$ cat config.mk
export PLATFORM = sky130hd
export DESIGN_NAME = ula_op_sequencer
export DESIGN_NICKNAME = d
export VERILOG_FILES = /design/src/rtl/ula_op_sequencer.sv
export SDC_FILE = /design/constraint.sdc
export NUM_CORES = 1
export LEC_CHECK = 0
export CAP_MARGIN = 20
export CORE_UTILIZATION = 35
export CTS_CLUSTER_DIAMETER = 150
export DETAILED_ROUTE_END_ITERATION = 7
export SYNTH_ARGS = -nofsm -noshare
export SYNTH_HDL_FRONTEND = slang
export SYNTH_SLANG_ARGS = --single-unit
$ cat constraint.sdc
create_clock -name clk -period 1.45 [get_ports clk]
set_input_delay 0.2175 -clock clk [delete_from_list [all_inputs] [get_ports clk]]
set_output_delay 0.2175 -clock clk [all_outputs]
set_load 0.05 [all_outputs]
$ cat src/rtl/ula_op_sequencer.sv
// ula_op_sequencer
//   Operand sequencer and result-capture stage in front of a combinational ULA
//   (add/sub with overflow). Operands arrive one beat at a time, are held in
//   registers that drive the ULA, and the ULA result is registered and offered
//   on an output port. Chain mode reuses the previous result as operand A, so
//   the block behaves as an accumulator.
//
// Handshakes: a transfer happens on a rising edge where valid and ready are
//   both high. A source that sees ready low must hold valid and its data
//   unchanged until the transfer happens. ready never depends on valid.
//
// Ports
//   clk, rst_n            clock, synchronous active-low reset
//   clear                 sync clear of ovf_sticky, op_count, accumulator valid
//   in_valid/in_ready     operand beat handshake; in_data operand value
//   in_sel                0 = A+B, 1 = A-B (taken on the B / chain beat)
//   in_chain              taken in IDLE: 1 = A comes from accumulator
//   ula_a/ula_b/ula_sel   registered ULA operands and op select
//   ula_s/ula_ovf         ULA result and overflow
//   out_valid/out_ready   result handshake; out_result/out_ovf captured result
//   ovf_sticky            OR of all captured overflows since reset/clear
//   op_count              completed operations, saturating at 255
//   dbg_state             current FSM state (0 IDLE, 1 WAIT_B, 2 EXEC, 3 DONE)
module ula_op_sequencer #(
    parameter int WIDTH = 4
) (
    input  logic             clk,
    input  logic             rst_n,
    input  logic             clear,
    input  logic             in_valid,
    output logic             in_ready,
    input  logic [WIDTH-1:0] in_data,
    input  logic             in_sel,
    input  logic             in_chain,
    output logic [WIDTH-1:0] ula_a,
    output logic [WIDTH-1:0] ula_b,
    output logic             ula_sel,
    input  logic [WIDTH-1:0] ula_s,
    input  logic             ula_ovf,
    output logic             out_valid,
    input  logic             out_ready,
    output logic [WIDTH-1:0] out_result,
    output logic             out_ovf,
    output logic             ovf_sticky,
    output logic [7:0]       op_count,
    output logic [1:0]       dbg_state
);

    typedef enum logic [1:0] {
        IDLE   = 2'd0,
        WAIT_B = 2'd1,
        EXEC   = 2'd2,
        DONE   = 2'd3
    } state_t;

    state_t           state_q, state_d;
    logic [WIDTH-1:0] ula_a_q, ula_a_d;
    logic [WIDTH-1:0] ula_b_q, ula_b_d;
    logic             ula_sel_q, ula_sel_d;
    logic [WIDTH-1:0] out_result_q, out_result_d;
    logic             out_ovf_q, out_ovf_d;
    logic             ovf_sticky_q, ovf_sticky_d;
    logic [7:0]       op_count_q, op_count_d;
    logic [WIDTH-1:0] acc_q, acc_d;
    logic             acc_valid_q, acc_valid_d;
    logic             beat;

    assign in_ready  = (state_q == IDLE) || (state_q == WAIT_B);
    assign out_valid = (state_q == DONE);
    assign beat      = in_valid && in_ready;

    always_comb begin
        state_d      = state_q;
        ula_a_d      = ula_a_q;
        ula_b_d      = ula_b_q;
        ula_sel_d    = ula_sel_q;
        out_result_d = out_result_q;
        out_ovf_d    = out_ovf_q;
        ovf_sticky_d = ovf_sticky_q;
        op_count_d   = op_count_q;
        acc_d        = acc_q;
        acc_valid_d  = acc_valid_q;

        case (state_q)
            IDLE: begin
                if (beat) begin
                    if (in_chain) begin
                        // With no result since reset/clear the accumulator reads as zero.
                        ula_a_d   = acc_valid_q ? acc_q : '0;
                        ula_b_d   = in_data;
                        ula_sel_d = in_sel;
                        state_d   = EXEC;
                    end else begin
                        ula_a_d = in_data;
                        state_d = WAIT_B;
                    end
                end
            end
            WAIT_B: begin
                if (beat) begin
                    ula_b_d   = in_data;
                    ula_sel_d = in_sel;
                    state_d   = EXEC;
                end
            end
            EXEC: begin
                // The ULA has had the whole cycle to settle on the registered operands.
                out_result_d = ula_s;
                out_ovf_d    = ula_ovf;
                acc_d        = ula_s;
                acc_valid_d  = 1'b1;
                ovf_sticky_d = ovf_sticky_q | ula_ovf;
                if (op_count_q != 8'hFF) begin
                    op_count_d = op_count_q + 8'd1;
                end
                state_d = DONE;
            end
            DONE: begin
                if (out_ready) begin
                    state_d = IDLE;
                end
            end
            default: state_d = IDLE;
        endcase

        // clear overrides the EXEC statistics update but leaves the captured result alone.
        if (clear) begin
            ovf_sticky_d = 1'b0;
            op_count_d   = 8'd0;
            acc_valid_d  = 1'b0;
        end
    end

    always_ff @(posedge clk) begin
        if (!rst_n) begin
            state_q      <= IDLE;
            ula_a_q      <= '0;
            ula_b_q      <= '0;
            ula_sel_q    <= 1'b0;
            out_result_q <= '0;
            out_ovf_q    <= 1'b0;
            ovf_sticky_q <= 1'b0;
            op_count_q   <= 8'd0;
            acc_q        <= '0;
            acc_valid_q  <= 1'b0;
        end else begin
            state_q      <= state_d;
            ula_a_q      <= ula_a_d;
            ula_b_q      <= ula_b_d;
            ula_sel_q    <= ula_sel_d;
            out_result_q <= out_result_d;
            out_ovf_q    <= out_ovf_d;
            ovf_sticky_q <= ovf_sticky_d;
            op_count_q   <= op_count_d;
            acc_q        <= acc_d;
            acc_valid_q  <= acc_valid_d;
        end
    end

    assign ula_a      = ula_a_q;
    assign ula_b      = ula_b_q;
    assign ula_sel    = ula_sel_q;
    assign out_result = out_result_q;
    assign out_ovf    = out_ovf_q;
    assign ovf_sticky = ovf_sticky_q;
    assign op_count   = op_count_q;
    assign dbg_state  = state_q;

endmodule

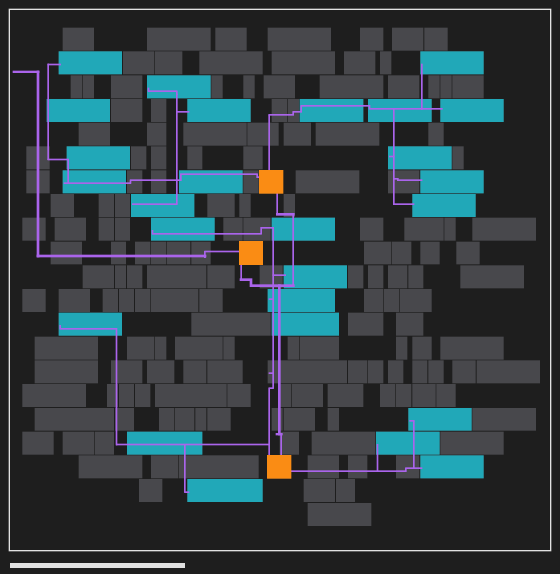
Run 1: clock wires, drivers and flops
Scale bar: 20 µm.
legend:
  cyan:
    item: flip-flops
    count: 26
  orange:
    item: clock-net drivers
    count: 3
  purple:
    item: clock wires
    length: 325 µm
routed clock nets: 4

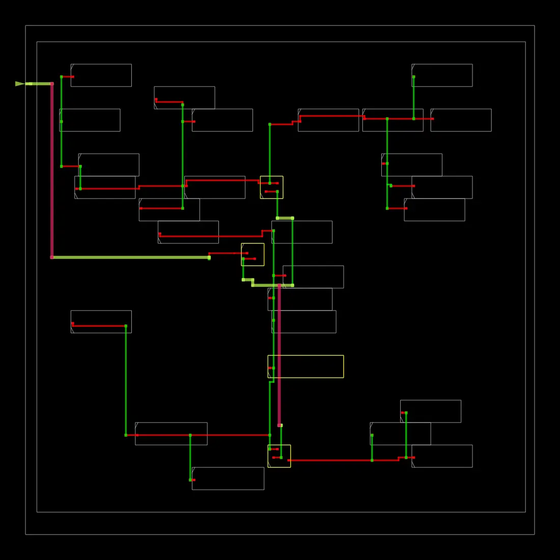
Run 1: clock nets
num sequential: 26
number of clock sinks seen by CTS: 26
number of clock buffers in the layout: 4

==> impl_report.txt, run 1 <==
=== SYNTHESIS / PLACE & ROUTE SUMMARY ===
----------------------------------------------------
[Run status]
  Outcome ........................ finished, violations left
  Violated checks ........................ setup timing

[Power and ir drop]
  Combinational power ........................ 2010 µW
  Power density relative to cell area ........................ 1645 nW/µm²
  Flip-flop and latch power ........................ 967 µW
  Heaviest power group ........................ combinational logic
  Static leakage ........................ 0.0007876 µW
  Fraction of power consumed by the clock network ........................ 12.8%
  Gate power share ........................ 58.9%
  Clock network power consumption ........................ 438 µW
  Switching fraction of total power ........................ 41.14%
  Largest voltage drop on the vdd net ........................ 1.736 mV
  Sum of internal, switching and leakage power ........................ 3414 µW

[Floorplanning]
  Die span in y ........................ 61.82 µm
  Row Count ........................ 21
  Die area ........................ 3822 µm²
  I/O pin total ........................ 43

[Routing]
  Vias post-DR ........................ 1214
  Routed length per instance ........................ 13.56 µm
  Met2 WL ........................ 1567 µm
  Wire length on met1 ........................ 1427 µm
  Total iterations of the first detailed-routing run ........................ 4
  WL met3 ........................ 124 µm
  Post-detailed-route via-to-cell ratio ........................ 5.188

[Synthesis]
  Sequential-to-total area share from yosys stat ........................ 41.56%
  Post-Syn Instances ........................ 138
  Post-synthesis instance area ........................ 1252 µm²
  Post-synthesis sequential element count ........................ 26
  Average footprint of a synthesized cell ........................ 9.076 µm²
  Yosys-reported design area after synthesis ........................ 1252 µm²
  Synth warn ........................ 0
  Post-synth cell types ........................ 34

[Worst setup path]
  Depth of the critical timing path with buffers and inverters included ........................ 4
  Count of buffering cells on the critical path with inverters included ........................ 2
  Capturing element type of the critical path ........................ output pin
  Cell depth of the worst flop-to-flop path ........................ 6
  Largest stage delay, worst path ........................ 0.37 ns
  CP max FO ........................ 2
  Worst EP required ........................ 1.23 ns
  Critical Path Start Type ........................ register
  Dominant delay contributor by cell family on the critical path ........................ flip-flops

[Final timing]
  Final min period ........................ 1.566 ns
  Tcrit/Tclk final ........................ 108.0%
  Unrepaired setup endpoints after global routing ........................ yes
  Post-Route Skew ........................ 0.0008600 ns
  Normalized max-slew margin ........................ 63.57%
  Sum of negative setup slack ........................ -0.1582 ns
  Final setup violation count ........................ 2
  Final-report max-slew violation count ........................ 0
  Final critical-path setup slack ........................ -0.1162 ns
  Number of hold violations in the final report ........................ 0

[Global routing]
  Routing usage on met1 ........................ 20.73%
  Global-route wire length before repair ........................ 4850 µm
  Overall global routing resource usage ........................ 17.53%
  Pin count of the biggest net entering global routing ........................ 17
  Met2 usage ........................ 29.65%
  GRT Residual Overflow ........................ 0
  Number of antenna violations at the first check in global routing ........................ 0

[Clock tree]
  Cts bufs inserted ........................ 3
  H-tree depth reported by CTS ........................ 1
  Insertion delay to the later sink of the worst-skew pair ........................ 0.33 ns
  Clock Pin Slew Worst Setup and Hold Paths ........................ 0.14 ns
  CTS tree ........................ yes

[Finish]
  Post-Layout Cell Count ........................ 234
  Commonest non-fill, non-tap cell in the layout ........................ dfxtp_1
  Final net count ........................ 210
  Final core utilization ........................ 61.24%
  Share of cells above drive strength 1 ........................ 32.45%
  Multi-input logic area ........................ 735.7 µm²

[Worst hold path]
  Cell depth of the worst hold path ........................ 3
  Type of the tightest min-delay check ........................ input pin to register

[Run]
  Max-Cap Viols ........................ 0
  Log Warnings ........................ 31

[Placement]
  IO Port Bufs ........................ 42
  Placement-stage worst setup slack ........................ -0.03038 ns

----------------------------------------------------
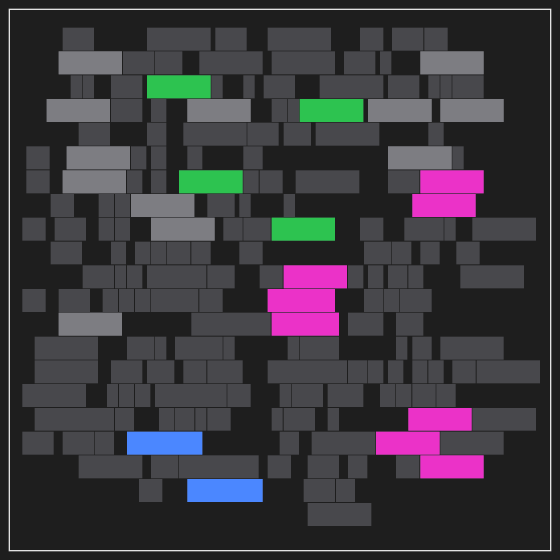
Run 1: where the registers sit
Other sequential cells in the stronger gray, the rest of the logic in the fainter gray.
legend:
  blue:
    netlist_name: `dbg_state`
    sequential_cells: 2
  magenta:
    netlist_name: `op_count`
    sequential_cells: 8
  green:
    netlist_name: `ula_a`
    sequential_cells: 4
    where: top middle

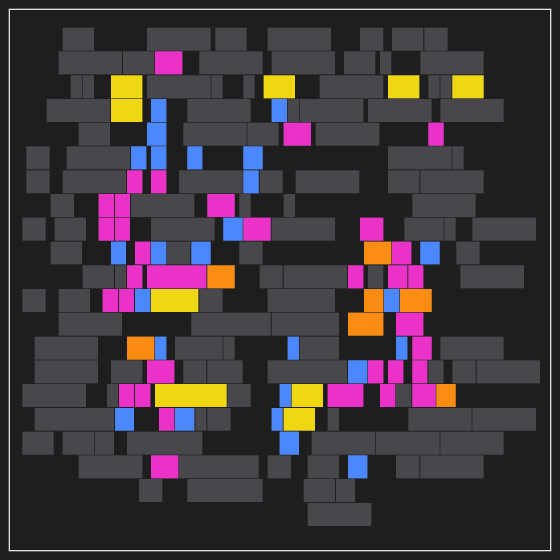
Run 1: gate families picked out
legend:
  orange:
    family: and/or cells
    cells: 7
    most_used: and3_1
  blue:
    family: nand cells
    cells: 25
    most_used: nand3_1
  yellow:
    family: mux cells
    cells: 9
    most_used: mux2i_1
  magenta:
    family: aoi and oai cells
    cells: 34
    most_used: a21oi_1

run 1: synth_stat cells:
master     count
a211oi_1       1
a21boi_0       1
a21boi_2       1
a21oi_1       13
a311oi_1       6
a31oi_1        3
and2_1         1
and3_1         2
and4_1         1
and4_4         1
and4b_1        1
buf_2          1
buf_4          3
buf_6          2
clkbuf_1       1
dfxtp_1       26
ha_1           5
inv_1          4
mux2_2         1
mux2i_1        8
nand2_1        5
nand2b_1       8
nand3_1       10
nand4_1        2
nor2_1        13
nor2b_1        2
nor3_1         3
nor3_2         1
nor3b_2        1
o2111ai_1      1
o21ai_0        7
o21ba_2        1
o21bai_1       1
or2_2          1
run 1: final timing paths:
check | from | end | slack [ns]
hold reg to reg | ula_b[0] | ula_b[0] | 0.50
hold / removal | in_sel | ula_sel | 0.44
setup reg to reg | dbg_state[0] | ula_b[2] | 0.03
setup / recovery | dbg_state[0] | in_ready | -0.12
run 1: logic make-up (layout without fill, tap and decap cells):
family	Yosys count	in the layout	synth area share, %
AND-OR/OR-AND	35	35	17.88
multiplexers	9	9	7.293
AND/OR/NAND/NOR	52	52	22.78
adder cells (fa/ha/maj)	5	5	4.995
buffers and inverters	11	61	5.493
flip-flops	26	26	41.56
run 1: layout make-up:
type,instances,share of cell area (%)
Clock buffer,4,2.291
Inverter,4,0.7233
Multi-Input combinational cell,101,35.44
Sequential cell,26,25.56
Tap cell,46,2.773
Timing Repair Buffer,53,33.21
run 1: flip-flops by register name (all words and copies together), names as in the netlist:
name / flops
acc_q: 4
acc_valid_q: 1
dbg_state: 2
op_count: 8
out_ovf: 1
ovf_sticky: 1
ula_a: 4
ula_b: 4
ula_sel: 1
run 1: what timing repair did:
item | 4_1_cts | 5_1_grt
setup endpoints to repair | 12 | 12
pin swaps | 3 | 4
buffers inserted | 3 | 0
gates resized | 9 | 6
==> run 1 -> run 2 <==
ABC_AREA = 1   (was not set)
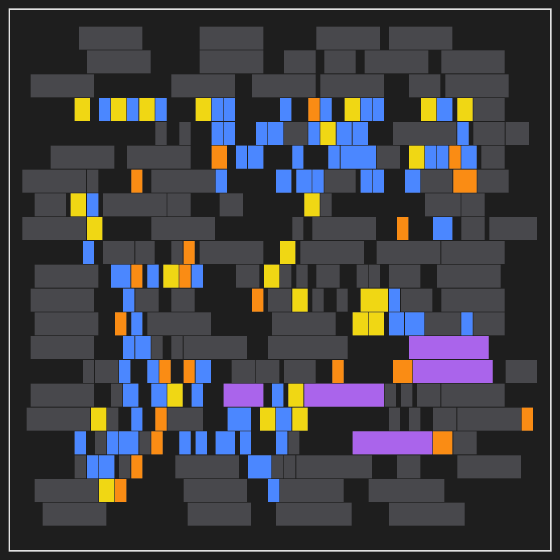
Run 2: gate families picked out
commonest non-fill, non-tap cell in the layout: nand2_1
fraction of area in multi-input gates: 31.57%
Post-Layout Cell Count: 285

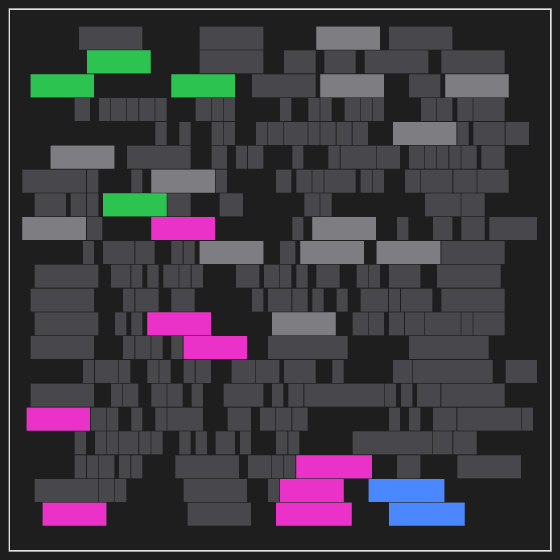
Run 2: where the registers sit
Other sequential cells in the stronger gray, the rest of the logic in the fainter gray.
legend:
  magenta:
    netlist_name: `op_count`
    sequential_cells: 8
  green:
    netlist_name: `ula_a`
    sequential_cells: 4
    where: top left
  blue:
    netlist_name: `dbg_state`
    sequential_cells: 2
not colored: 12

==> run 2 against run 1 <==
  * The flow still finishes with violations (setup timing)
  * Sequential power grew 5%
  * Critical path depth up 1
  * Final cell count increased by 22%
  * Register-to-register slack improved by 0.02 ns
  * Routed wire length is 8.5% higher
  * Worst hold slack gained 0.012 ns
  * Global-route usage rose by 1.9 points
  * Synthesized cell count is 32% higher
  * Area after synthesis down 0.40%
  * Via count up 11%
  * Largest cell class is now buffers
==> impl_report.txt, run 2 <==
=== SYNTHESIS / PLACE & ROUTE SUMMARY ===
----------------------------------------------------
[Power and ir drop]
  Largest voltage drop on the vdd net ........................ 0.7512 mV
  Static leakage ........................ 0.0009077 µW
  Power density relative to cell area ........................ 1640 nW/µm²

[Global routing]
  Routing usage on met1 ........................ 25.61%
  Most used routing layer ........................ met2
  Global-route wire length before repair ........................ 5409 µm
  Number of antenna violations at the first check in global routing ........................ 0
  Overall global routing resource usage ........................ 19.48%
  Met2 usage ........................ 32.72%
  Pin count of the biggest net entering global routing ........................ 16
  GRT Residual Overflow ........................ 0
  GRT met3 Usage ........................ 2.899%

[Finish]
  Count of fill cells added during filler insertion ........................ 320
  Share of cells above drive strength 1 ........................ 28.45%
  Final net count ........................ 261
  Number of diodes added for antenna fixing ........................ 0
  Flip-flop count of the largest register after layout ........................ 8

[Synthesis]
  Yosys-reported design area after synthesis ........................ 1247 µm²
  Post-synthesis instance area ........................ 1247 µm²
  Leading cell types by count after synthesis ........................ nand2_1 (48), nor2_1 (28), dfxtp_1 (26)
  Main synth FF type ........................ dfxtp_1
  Most instantiated library cell after synthesis ........................ nand2_1
  Main area contributors after synthesis ........................ dfxtp_1 (42%), nand2_1 (14%), nor2_1 (8.4%), a21oi_1 (6.8%), nand3_1 (6.4%)
  Cell type with the largest total area ........................ dfxtp_1
  Post-Syn Instances ........................ 182
  Synth warn ........................ 0
  Post-synthesis sequential element count ........................ 26
  Average footprint of a synthesized cell ........................ 6.854 µm²
  Sequential-to-total area share from yosys stat ........................ 41.73%
  Count of flip-flops with a built-in enable after synthesis ........................ 0
  Synth async-reset ratio ........................ 0%
  Post-synth cell types ........................ 18

[Routing]
  Post-detailed-route via-to-cell ratio ........................ 4.719
  Total iterations of the first detailed-routing run ........................ 4
  Routed length per instance ........................ 12.08 µm
  Wire length reported by the detailed router ........................ 3444 µm
  Vias post-DR ........................ 1345
  Wire length on met1 ........................ 1573 µm
  WL met3 ........................ 178 µm
  Met2 WL ........................ 1669 µm
  DRC errors left ........................ 0

[Final timing]
  Final min period ........................ 1.533 ns
  Unrepaired setup endpoints after global routing ........................ yes
  Final critical-path setup slack ........................ -0.08279 ns
  Post-Route Skew ........................ 0.01788 ns
  Final setup violation count ........................ 1
  Number of hold violations in the final report ........................ 0
  Final-report max-slew violation count ........................ 0
  Normalized max-slew margin ........................ 81.01%
  Tcrit/Tclk final ........................ 105.7%
  Top achievable clock speed ........................ 652.4 MHz

[Clock tree]
  Number of clock sinks seen by CTS ........................ 26
  Clock Pin Slew Worst Setup and Hold Paths ........................ 0.16 ns
  Clk buf depth ........................ 2
  Clock Root Buffer ........................ clkbuf_4
  Hold-fix buffer count after cts ........................ 0
  CTS tree ........................ yes
  Insertion delay to the later sink of the worst-skew pair ........................ 0.33 ns
  Cts bufs inserted ........................ 3
  H-tree depth reported by CTS ........................ 1

[Worst setup path]
  Capturing element type of the critical path ........................ output pin
  Arrival time reported for the critical path endpoint ........................ 1.32 ns
  Dominant delay contributor by cell family on the critical path ........................ flip-flops
  Worst EP required ........................ 1.23 ns
  CP max FO ........................ 3
  Critical Path Start Type ........................ register
  Critical path, cell by cell ........................ inv_4, ha_4, nor2_4, clkinvlp_4, buf_8
  Largest stage delay, worst path ........................ 0.41 ns
  Count of buffering cells on the critical path with inverters included ........................ 3

[Floorplanning]
  Die span in y ........................ 61.70 µm
  I/O pin total ........................ 43
  Row Count ........................ 21
  Die area ........................ 3807 µm²
  Core ar. ........................ 3363 µm²
  DIE WIDTH ........................ 61.70 µm

[Run]
  Log Warnings ........................ 32
  Max-Cap Viols ........................ 0

[Placement]
  IO Port Bufs ........................ 42
  HPWL after detailed placement ........................ 2669 µm
  Placement-stage worst setup slack ........................ 0.007848 ns

[Worst hold path]
  Type of the tightest min-delay check ........................ input pin to register

[Run status]
  Violated checks ........................ setup timing
  Outcome ........................ finished, violations left

----------------------------------------------------
-- run 2: kinds of logic (layout without fill, tap and decap cells) --
logic type,after synthesis,count (layout),share of synthesized area [%]
AOI/OAI and AO/OA,25,25,10.03
adders and majority gates,5,5,5.015
buffers and inverters,25,82,8.424
DFF,26,26,41.73
and+or+nand+nor,101,101,34.80
-- run 2: timing repair --
item | CTS | global route
pin swaps | 2 | 3
gates resized | 5 | 9
endpoints found under the setup margin | 4 | 12
buffers inserted | 5 | 1
-- run 2: final timing paths --
check / startpoint / endpoint / slack, ns / depth (start not counted)
worst min register to register: ula_sel / ula_sel / 0.48 / 2
worst max-delay path: dbg_state[0] / in_ready / -0.08 / 5
worst max register to register: dbg_state[0] / dbg_state[1] / 0.05 / 10
worst min-delay path: in_sel / ula_sel / 0.45 / 3
-- run 2: metrics by stage --
| stage | hold slack, ns | utilization (%) | total power [µW] | cell area [µm²] | setup TNS, ns |
|---|---|---|---|---|---|
| floorplan | 0.3340 | - | 2115 | 1289 | -0.2536 |
| global placement | 0.4499 | 60.71 | 2913 | 2042 | 0 |
| detailed placement | 0.4564 | 60.71 | 2949 | 2042 | 0 |
| CTS | 0.4426 | 63.91 | 3544 | 2150 | -0.1377 |
| global route | 0.4348 | 65.29 | 3799 | 2196 | -0.2352 |
| finish | 0.4501 | 65.29 | 3602 | 2196 | -0.08279 |
-- run 2: report_power, final --
part | switching [µW] | internal [µW] | leakage [µW] | total [µW]
sequential | 160 | 861 | 0.000215 | 1020
clock | 227 | 211 | 0.0000261 | 437
combinational | 1160 | 981 | 0.000667 | 2140
-- run 2: cell type report --
type                       instances  area, µm²  area share (%)
timing repair buffer              57      773.2           35.21
sequential                        26      535.5           24.39
clock buffer                       4      47.55           2.165
multi-input combinational        131      693.2           31.57
inverter                          21      88.84           4.046
tap                               46      57.56           2.621
Power figures rest on the tool's default switching activity, not on a simulated workload.
